`src/rtl/mips_ctrl_pkg.sv`:
```
// Shared state codes and helpers for the MIPS multicycle control sequencer.
package mips_ctrl_pkg;
  localparam int STATE_W = 7;

  localparam logic [STATE_W-1:0] S_RESET      = 7'd0;
  localparam logic [STATE_W-1:0] S_FETCH_ADDR = 7'd1;
  localparam logic [STATE_W-1:0] S_FETCH_WAIT = 7'd2;
  localparam logic [STATE_W-1:0] S_FETCH_IR   = 7'd3;
  localparam logic [STATE_W-1:0] S_DECODE     = 7'd4;
  localparam logic [STATE_W-1:0] S_ADDU       = 7'd6;
  localparam logic [STATE_W-1:0] S_SW_ADDR    = 7'd7;
  localparam logic [STATE_W-1:0] S_SW_WAIT    = 7'd8;
  localparam logic [STATE_W-1:0] S_BEQ        = 7'd11;
  localparam logic [STATE_W-1:0] S_BEQ_TK     = 7'd12;
  localparam logic [STATE_W-1:0] S_LW_ADDR    = 7'd13;
  localparam logic [STATE_W-1:0] S_LW_WAIT    = 7'd14;
  localparam logic [STATE_W-1:0] S_LW_WB      = 7'd15;
  localparam logic [STATE_W-1:0] S_ALU_LO     = 7'd17;
  localparam logic [STATE_W-1:0] S_ALU_HI     = 7'd33;
  localparam logic [STATE_W-1:0] S_MOVN       = 7'd34;
  localparam logic [STATE_W-1:0] S_MOVZ       = 7'd35;
  localparam logic [STATE_W-1:0] S_BGEZ       = 7'd37;
  localparam logic [STATE_W-1:0] S_BGEZ_TK    = 7'd38;
  localparam logic [STATE_W-1:0] S_BGTZ       = 7'd39;
  localparam logic [STATE_W-1:0] S_BGTZ_TK    = 7'd40;
  localparam logic [STATE_W-1:0] S_BNE        = 7'd41;
  localparam logic [STATE_W-1:0] S_BNE_TK     = 7'd42;

  localparam logic RW_READ  = 1'b1;
  localparam logic RW_WRITE = 1'b0;

  // ALU-class states (single writeback cycle, then back to fetch)
  function automatic logic is_alu(input logic [STATE_W-1:0] s);
    return (s == S_ADDU) || (s >= S_ALU_LO && s <= S_MOVZ);
  endfunction

  // states that hold the memory handshake open
  function automatic logic is_wait(input logic [STATE_W-1:0] s);
    return (s == S_FETCH_WAIT) || (s == S_SW_WAIT) || (s == S_LW_WAIT);
  endfunction

  // second cycle of a branch, where PC loads only if taken
  function automatic logic is_br_tk(input logic [STATE_W-1:0] s);
    return (s == S_BEQ_TK) || (s == S_BGEZ_TK) || (s == S_BGTZ_TK) || (s == S_BNE_TK);
  endfunction
endpackage

```
`src/rtl/mips_ctrl_sequencer_if.sv`:
```
// Control/datapath bundle between the sequencer and the MIPS datapath.
interface mips_ctrl_sequencer_if;
  import mips_ctrl_pkg::*;
  logic [STATE_W-1:0] Dispatch_State;
  logic               MOC;
  logic               Cond;
  logic [STATE_W-1:0] State;
  logic               PC_Ld;
  logic               IR_Ld;
  logic               MAR_Ld;
  logic               MDR_Ld;
  logic               RF_Ld;
  logic               MOV;
  logic               RW;
  logic               Bus_Error;
  logic               Illegal_Instr;

  modport master (
    input  Dispatch_State, MOC, Cond,
    output State, PC_Ld, IR_Ld, MAR_Ld, MDR_Ld, RF_Ld, MOV, RW, Bus_Error, Illegal_Instr
  );
  modport slave (
    output Dispatch_State, MOC, Cond,
    input  State, PC_Ld, IR_Ld, MAR_Ld, MDR_Ld, RF_Ld, MOV, RW, Bus_Error, Illegal_Instr
  );
endinterface

```
`src/rtl/mem_wait_timer.sv`:
```
// Memory-wait cycle counter with clear, enable and terminal-count flag.
module mem_wait_timer #(
  parameter int MOC_TIMEOUT = 255,
  parameter int TMR_W       = 10
) (
  input  logic gclk,
  input  logic grst_n,
  input  logic clr,
  input  logic en,
  output logic tc
);
  logic [TMR_W-1:0] cnt;

  // count wait cycles; held at zero outside wait states so entry starts fresh
  always_ff @(posedge gclk or negedge grst_n) begin
    if (!grst_n)  cnt <= '0;
    else if (clr) cnt <= '0;
    else if (en)  cnt <= cnt + 1'b1;
  end

  assign tc = (cnt == TMR_W'(MOC_TIMEOUT - 1));
endmodule

```
`src/rtl/mips_ctrl_sequencer.sv`:
```
// Multicycle MIPS control sequencer: fetch, decode, dispatch, execute.
module mips_ctrl_sequencer
  import mips_ctrl_pkg::*;
#(
  parameter int MOC_TIMEOUT = 255,
  parameter int TMR_W       = 10
) (
  input  logic             Clk,
  input  logic             Reset_n,
  mips_ctrl_sequencer_if.master bus
);
  logic [STATE_W-1:0] state;
  logic               be_q, ii_q;
  logic               in_wait, tmo;

  assign in_wait = is_wait(state);

  mem_wait_timer #(.MOC_TIMEOUT(MOC_TIMEOUT), .TMR_W(TMR_W)) u_tmr (
    .gclk   (Clk),
    .grst_n (Reset_n),
    .clr    (!in_wait),
    .en     (in_wait && !bus.MOC),
    .tc     (tmo)
  );

  // state register and the two one-cycle error flags
  always_ff @(posedge Clk or negedge Reset_n) begin
    if (!Reset_n) begin
      state <= S_RESET;
      be_q  <= 1'b0;
      ii_q  <= 1'b0;
    end else begin
      be_q <= 1'b0;
      ii_q <= 1'b0;
      case (state)
        S_RESET:      state <= S_FETCH_ADDR;
        S_FETCH_ADDR: state <= S_FETCH_WAIT;
        S_FETCH_WAIT: begin
          if (bus.MOC)  state <= S_FETCH_IR;
          else if (tmo) begin state <= S_RESET; be_q <= 1'b1; end
        end
        S_FETCH_IR:   state <= S_DECODE;
        S_DECODE: begin
          if (bus.Dispatch_State == S_RESET) begin
            state <= S_FETCH_ADDR;
            ii_q  <= 1'b1;
          end else begin
            state <= bus.Dispatch_State;
          end
        end
        S_SW_ADDR:    state <= S_SW_WAIT;
        S_SW_WAIT: begin
          if (bus.MOC)  state <= S_FETCH_ADDR;
          else if (tmo) begin state <= S_RESET; be_q <= 1'b1; end
        end
        S_LW_ADDR:    state <= S_LW_WAIT;
        S_LW_WAIT: begin
          if (bus.MOC)  state <= S_LW_WB;
          else if (tmo) begin state <= S_RESET; be_q <= 1'b1; end
        end
        S_LW_WB:      state <= S_FETCH_ADDR;
        S_BEQ:        state <= S_BEQ_TK;
        S_BGEZ:       state <= S_BGEZ_TK;
        S_BGTZ:       state <= S_BGTZ_TK;
        S_BNE:        state <= S_BNE_TK;
        S_BEQ_TK, S_BGEZ_TK, S_BGTZ_TK, S_BNE_TK: state <= S_FETCH_ADDR;
        // ALU range finishes in one cycle; anything unlisted is corruption
        default:      state <= is_alu(state) ? S_FETCH_ADDR : S_RESET;
      endcase
    end
  end

  // Moore output decode; PC_Ld/RF_Ld fold in Cond only in conditional states
  always_comb begin
    bus.State         = state;
    bus.MAR_Ld        = (state == S_FETCH_ADDR) || (state == S_SW_ADDR) || (state == S_LW_ADDR);
    bus.MDR_Ld        = (state == S_FETCH_WAIT) || (state == S_LW_WAIT) || (state == S_SW_ADDR);
    bus.IR_Ld         = (state == S_FETCH_IR);
    bus.PC_Ld         = (state == S_FETCH_IR) || (is_br_tk(state) && bus.Cond);
    bus.RF_Ld         = (state == S_LW_WB)
                      || (is_alu(state) && state != S_MOVN && state != S_MOVZ)
                      || ((state == S_MOVN || state == S_MOVZ) && bus.Cond);
    bus.MOV           = in_wait;
    bus.RW            = (state == S_FETCH_WAIT || state == S_LW_WAIT) ? RW_READ : RW_WRITE;
    bus.Bus_Error     = be_q;
    bus.Illegal_Instr = ii_q;
  end
endmodule

```
`src/flat_wrapper.sv`:
```
// flat-port wrapper written by rule: the top's interface ports become plain ports
module mips_ctrl_sequencer_flat import mips_ctrl_pkg::*;
#(
  parameter int MOC_TIMEOUT = 255,
  parameter int TMR_W       = 10
)
  (Clk, Reset_n, bus_Dispatch_State, bus_MOC, bus_Cond, bus_State, bus_PC_Ld, bus_IR_Ld, bus_MAR_Ld, bus_MDR_Ld, bus_RF_Ld, bus_MOV, bus_RW, bus_Bus_Error, bus_Illegal_Instr);
  mips_ctrl_sequencer_if bus_i ();
  input  logic Clk;
  input  logic Reset_n;
  input wire logic [$bits(bus_i.Dispatch_State)-1:0] bus_Dispatch_State;
  input wire logic [$bits(bus_i.MOC)-1:0] bus_MOC;
  input wire logic [$bits(bus_i.Cond)-1:0] bus_Cond;
  output wire logic [$bits(bus_i.State)-1:0] bus_State;
  output wire logic [$bits(bus_i.PC_Ld)-1:0] bus_PC_Ld;
  output wire logic [$bits(bus_i.IR_Ld)-1:0] bus_IR_Ld;
  output wire logic [$bits(bus_i.MAR_Ld)-1:0] bus_MAR_Ld;
  output wire logic [$bits(bus_i.MDR_Ld)-1:0] bus_MDR_Ld;
  output wire logic [$bits(bus_i.RF_Ld)-1:0] bus_RF_Ld;
  output wire logic [$bits(bus_i.MOV)-1:0] bus_MOV;
  output wire logic [$bits(bus_i.RW)-1:0] bus_RW;
  output wire logic [$bits(bus_i.Bus_Error)-1:0] bus_Bus_Error;
  output wire logic [$bits(bus_i.Illegal_Instr)-1:0] bus_Illegal_Instr;
  assign bus_i.Dispatch_State = bus_Dispatch_State;
  assign bus_i.MOC = bus_MOC;
  assign bus_i.Cond = bus_Cond;
  assign bus_State = bus_i.State;
  assign bus_PC_Ld = bus_i.PC_Ld;
  assign bus_IR_Ld = bus_i.IR_Ld;
  assign bus_MAR_Ld = bus_i.MAR_Ld;
  assign bus_MDR_Ld = bus_i.MDR_Ld;
  assign bus_RF_Ld = bus_i.RF_Ld;
  assign bus_MOV = bus_i.MOV;
  assign bus_RW = bus_i.RW;
  assign bus_Bus_Error = bus_i.Bus_Error;
  assign bus_Illegal_Instr = bus_i.Illegal_Instr;
  mips_ctrl_sequencer #(.MOC_TIMEOUT(MOC_TIMEOUT), .TMR_W(TMR_W)) u_core (.Clk(Clk), .Reset_n(Reset_n), .bus(bus_i));
endmodule
```
`config.mk`:
```
export PLATFORM = sky130hd
export DESIGN_NAME = mips_ctrl_sequencer_flat
export DESIGN_NICKNAME = d
export VERILOG_FILES = /design/src/rtl/mips_ctrl_pkg.sv /design/src/rtl/mips_ctrl_sequencer_if.sv /design/src/rtl/mem_wait_timer.sv /design/src/rtl/mips_ctrl_sequencer.sv /design/src/flat_wrapper.sv
export SDC_FILE = /design/constraint.sdc
export NUM_CORES = 1
export LEC_CHECK = 0
export ABC_CLOCK_PERIOD_IN_PS = 2700
export CAP_MARGIN = 20
export CORE_AREA = 4 4 62 64
export DETAILED_ROUTE_END_ITERATION = 8
export DIE_AREA = 0 0 66 68
export PLACE_DENSITY = 0.69
export SETUP_SLACK_MARGIN = 0.3
export SLEW_MARGIN = 30
export SYNTH_ARGS = -nofsm -noshare
export SYNTH_HDL_FRONTEND = slang
export SYNTH_HIERARCHICAL = 1
export SYNTH_SLANG_ARGS = --single-unit
```
`constraint.sdc`:
```
create_clock -name Clk -period 2.7 [get_ports Clk]
set_input_delay 0.54 -clock Clk [delete_from_list [all_inputs] [get_ports Clk]]
set_output_delay 0.54 -clock Clk [all_outputs]
set_load 0.01 [all_outputs]
```
congestion.png
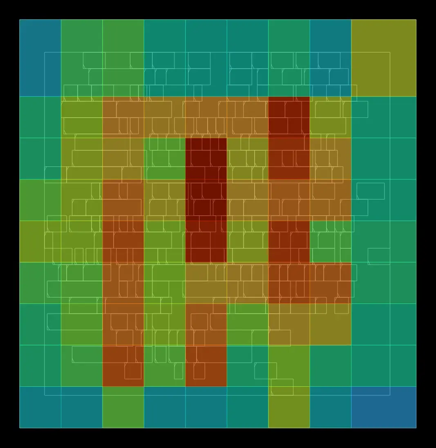
GR Util met3: 2.63%
busiest layer in global routing: met2

logic_types.png
(6 px per µm)
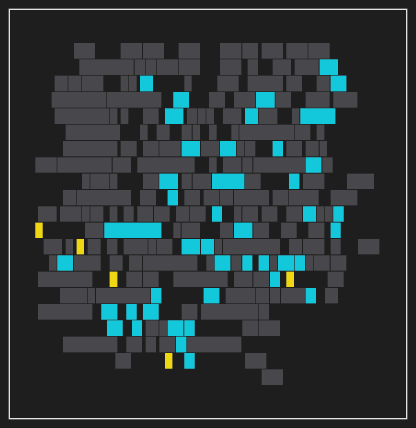
cyan -> inverting AOI/OAI gates  # cells 43, most used a21oi_1
yellow -> inverters  # cells 5, most used inv_1
most frequent logic cell in the layout: buf_4
logic share of the area: 46.8%
final instance count without filler cells: 265

==> results.toml <==
# synthesis and place-and-route metrics
[synth]
compound_area_share_pct = 22.7
yosys_cells = 173
logic_family = "simple AND/OR/NAND/NOR gates"
synth-seq-cells = 19
syn_area_mm2 = 0.00145

[clock_network]
cts.clk_slew.worst_paths_ns = 0.10
cts.sinks = 19
cts_root_buffer = "clkbuf_4"
htree_levels = 1
tritoncts = "done"
cts_buffer_depth = 2
hold_buffers = 0

[worst_setup_path]
crit_buf_inv = 1
critPathCaptureType = "primary output"
cpMostUsedCell = "a2bb2oi_1"
reg2reg_slack_ns = 0.40
cp_cell_sequence = "o41ai_2 -> a2bb2oi_1 -> nor2_1 -> a31o_1 -> a2bb2oi_1 -> clkbuf_2"
startpoint = "u_core/bus.State[1]"
crit_slowest_cell = "dfrtp_2"

[floorplanning]
rows = 21
die_area_mm2 = 0.00449
placeableCoreArea_mm2 = 0.00328
fp.dieH_um = 68

[timing]
rsz0062_at_grt = "yes"
relSlewSlack_pct = 60.2
worst_hold_slack_ns = 0.567
finalClockPeriodUsage_pct = 88.5
worst_slew_pin_slew_ns = 0.591
finClkSkew_ns = 0.00130
max_freq_mhz = 419

[finish]
num_antenna_cells = 0
layout-drive-gt1-share_pct = 23.7

[detailed_routing]
antenna_left = 0
via_per_inst = 5.53
post_drt_wl_per_cell_um = 15.4

[global_routing]
antenna_found_initial = 0
track_usage_pct = 19.4

[outcome]
status = "finished, final reports clean"

[placement]
gp_congestion = 0.933
sizes.png
(6 px per µm)
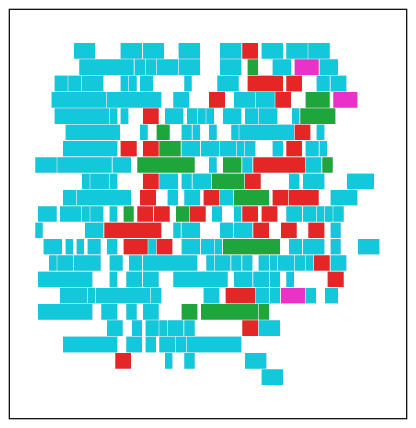
cyan -> _0 and _1 cells  # cells 167, share 76%
green -> _2 cells  # cells 16, share 7.3%
red -> _3 and _4 cells  # cells 33, share 15%
magenta -> _6 and larger  # cells 3, share 1.4%
worst setup margin: 0.311 ns
Syn-to-layout area delta: 37.0%
Design Area, Final: 0.00199 mm²

layer_met3.png
(4 px per µm)
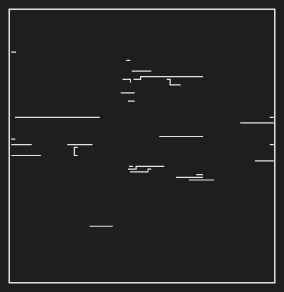
main direction = horizontal
longest straight run = 20.9 µm
drt total wl: 4.08 mm
Vias: 1466

[metal layers]
layer / track usage [%] / share of wire [%] / vias up / routed length [µm]
li1: - / - / 719 / -
met1: 24.3 / 44 / 703 / 1810
met2: 34.2 / 51 / 40 / 2090
met3: 2.63 / 3.4 / 4 / 138
met4: 6.60 / 1.0 / 0 / 42
met5: 0 / 0 / - / 0
[cells in the final DEF (no fill, tap or decap), types with 4 or more instances in the layout]
master / synthesis / routed
buf_4: 0 / 24
o21ai_0: 6 / 6
dfrtp_1: 19 / 16
clkdlybuf4s50_1: 0 / 19
nor2_1: 19 / 17
nand3_1: 9 / 9
a21oi_1: 10 / 10
nand2_1: 15 / 15
o31ai_1: 6 / 6
inv_1: 5 / 5
xor2_1: 5 / 5
or4_1: 4 / 4
[Yosys cell counts (all sizes together)]
master,n,area (µm²)
dfrtp,19,475
nor2,19,71.3
nand2,15,56.3
buf,12,72.6
a21oi,10,50.1
nand3,10,55.1
o21ai,7,35.0
o31ai,6,45.0
inv,5,18.8
nand2b,5,38.8
xor2,5,43.8
nor3,4,25.0
or4,4,30.0
xnor2,4,35.0
a31oi,3,18.8
and2,3,18.8
and3,3,18.8
nand4,3,18.8
nor2b,3,18.8
o211ai,3,22.5
a2bb2oi,2,17.5
a32oi,2,17.5
ha,2,25.0
mux2i,2,20.0
nand3b,2,15.0
nor3b,2,15.0
o2111ai,2,35.0
o21bai,2,15.0
o32ai,2,17.5
a211oi,1,7.51
a31o,1,8.76
clkbuf,1,3.75
mux2,1,11.3
nor4,1,6.26
nor4b,1,15.0
o22a,1,8.76
o22ai,1,6.26
o2bb2ai,1,8.76
o41ai,1,16.3
or2,1,6.26
or3,1,7.51
[power by group]
group	switching, mW	internal [mW]
Clock	0.0831	0.0573
Sequential	0.0485	0.323
Combinational	0.592	0.564
Total	0.724	0.944
[flip-flops by register name, indices dropped and copies added (netlist names)]
| register | flops |
|---|---|
| u_core/bus.State | 7 |
| u_core/bus.Illegal_Instr | 1 |
| u_core/bus.Bus_Error | 1 |
| u_core/u_tmr/cnt | 10 |
[kinds of logic (layout without fill, tap and decap cells)]
family | Yosys count | count (layout)
adders and majority gates | 2 | 2
buffers and inverters | 18 | 64
and+or+nand+nor | 77 | 77
xor gates and xnor gates | 9 | 9
AOI/OAI and AO/OA | 45 | 45
muxes | 3 | 3
DFF | 19 | 19
[worst max path at each step]
stage	to	slack, ns	depth (start not counted)
detailed placement	bus_RF_Ld	0.21	6
finish	bus_RF_Ld	0.31	6
global route	bus_RF_Ld	0.22	7
floorplan	u_core/u_tmr/cnt[9]	0.45	9
CTS	bus_RF_Ld	0.19	6
global placement	bus_MDR_Ld	0.25	4
[layout make-up]
class                           instances  area (µm²)  area share [%]
Inverter                                5        18.8           0.943
Tap cell                               46        57.6            2.89
Multi-Input combinational cell        136         931            46.8
Timing Repair Buffer                   55         477            24.0
Sequential cell                        19         479            24.1
Clock buffer                            4        26.3            1.32
[through the flow]
| step | area, µm² | util [%] |
|---|---|---|
| global placement | 1790 | 54.6 |
| detailed placement | 1790 | 54.6 |
| finish | 1990 | 60.6 |
| CTS | 1950 | 59.4 |
| global route | 1990 | 60.6 |
| floorplan | 1450 | - |
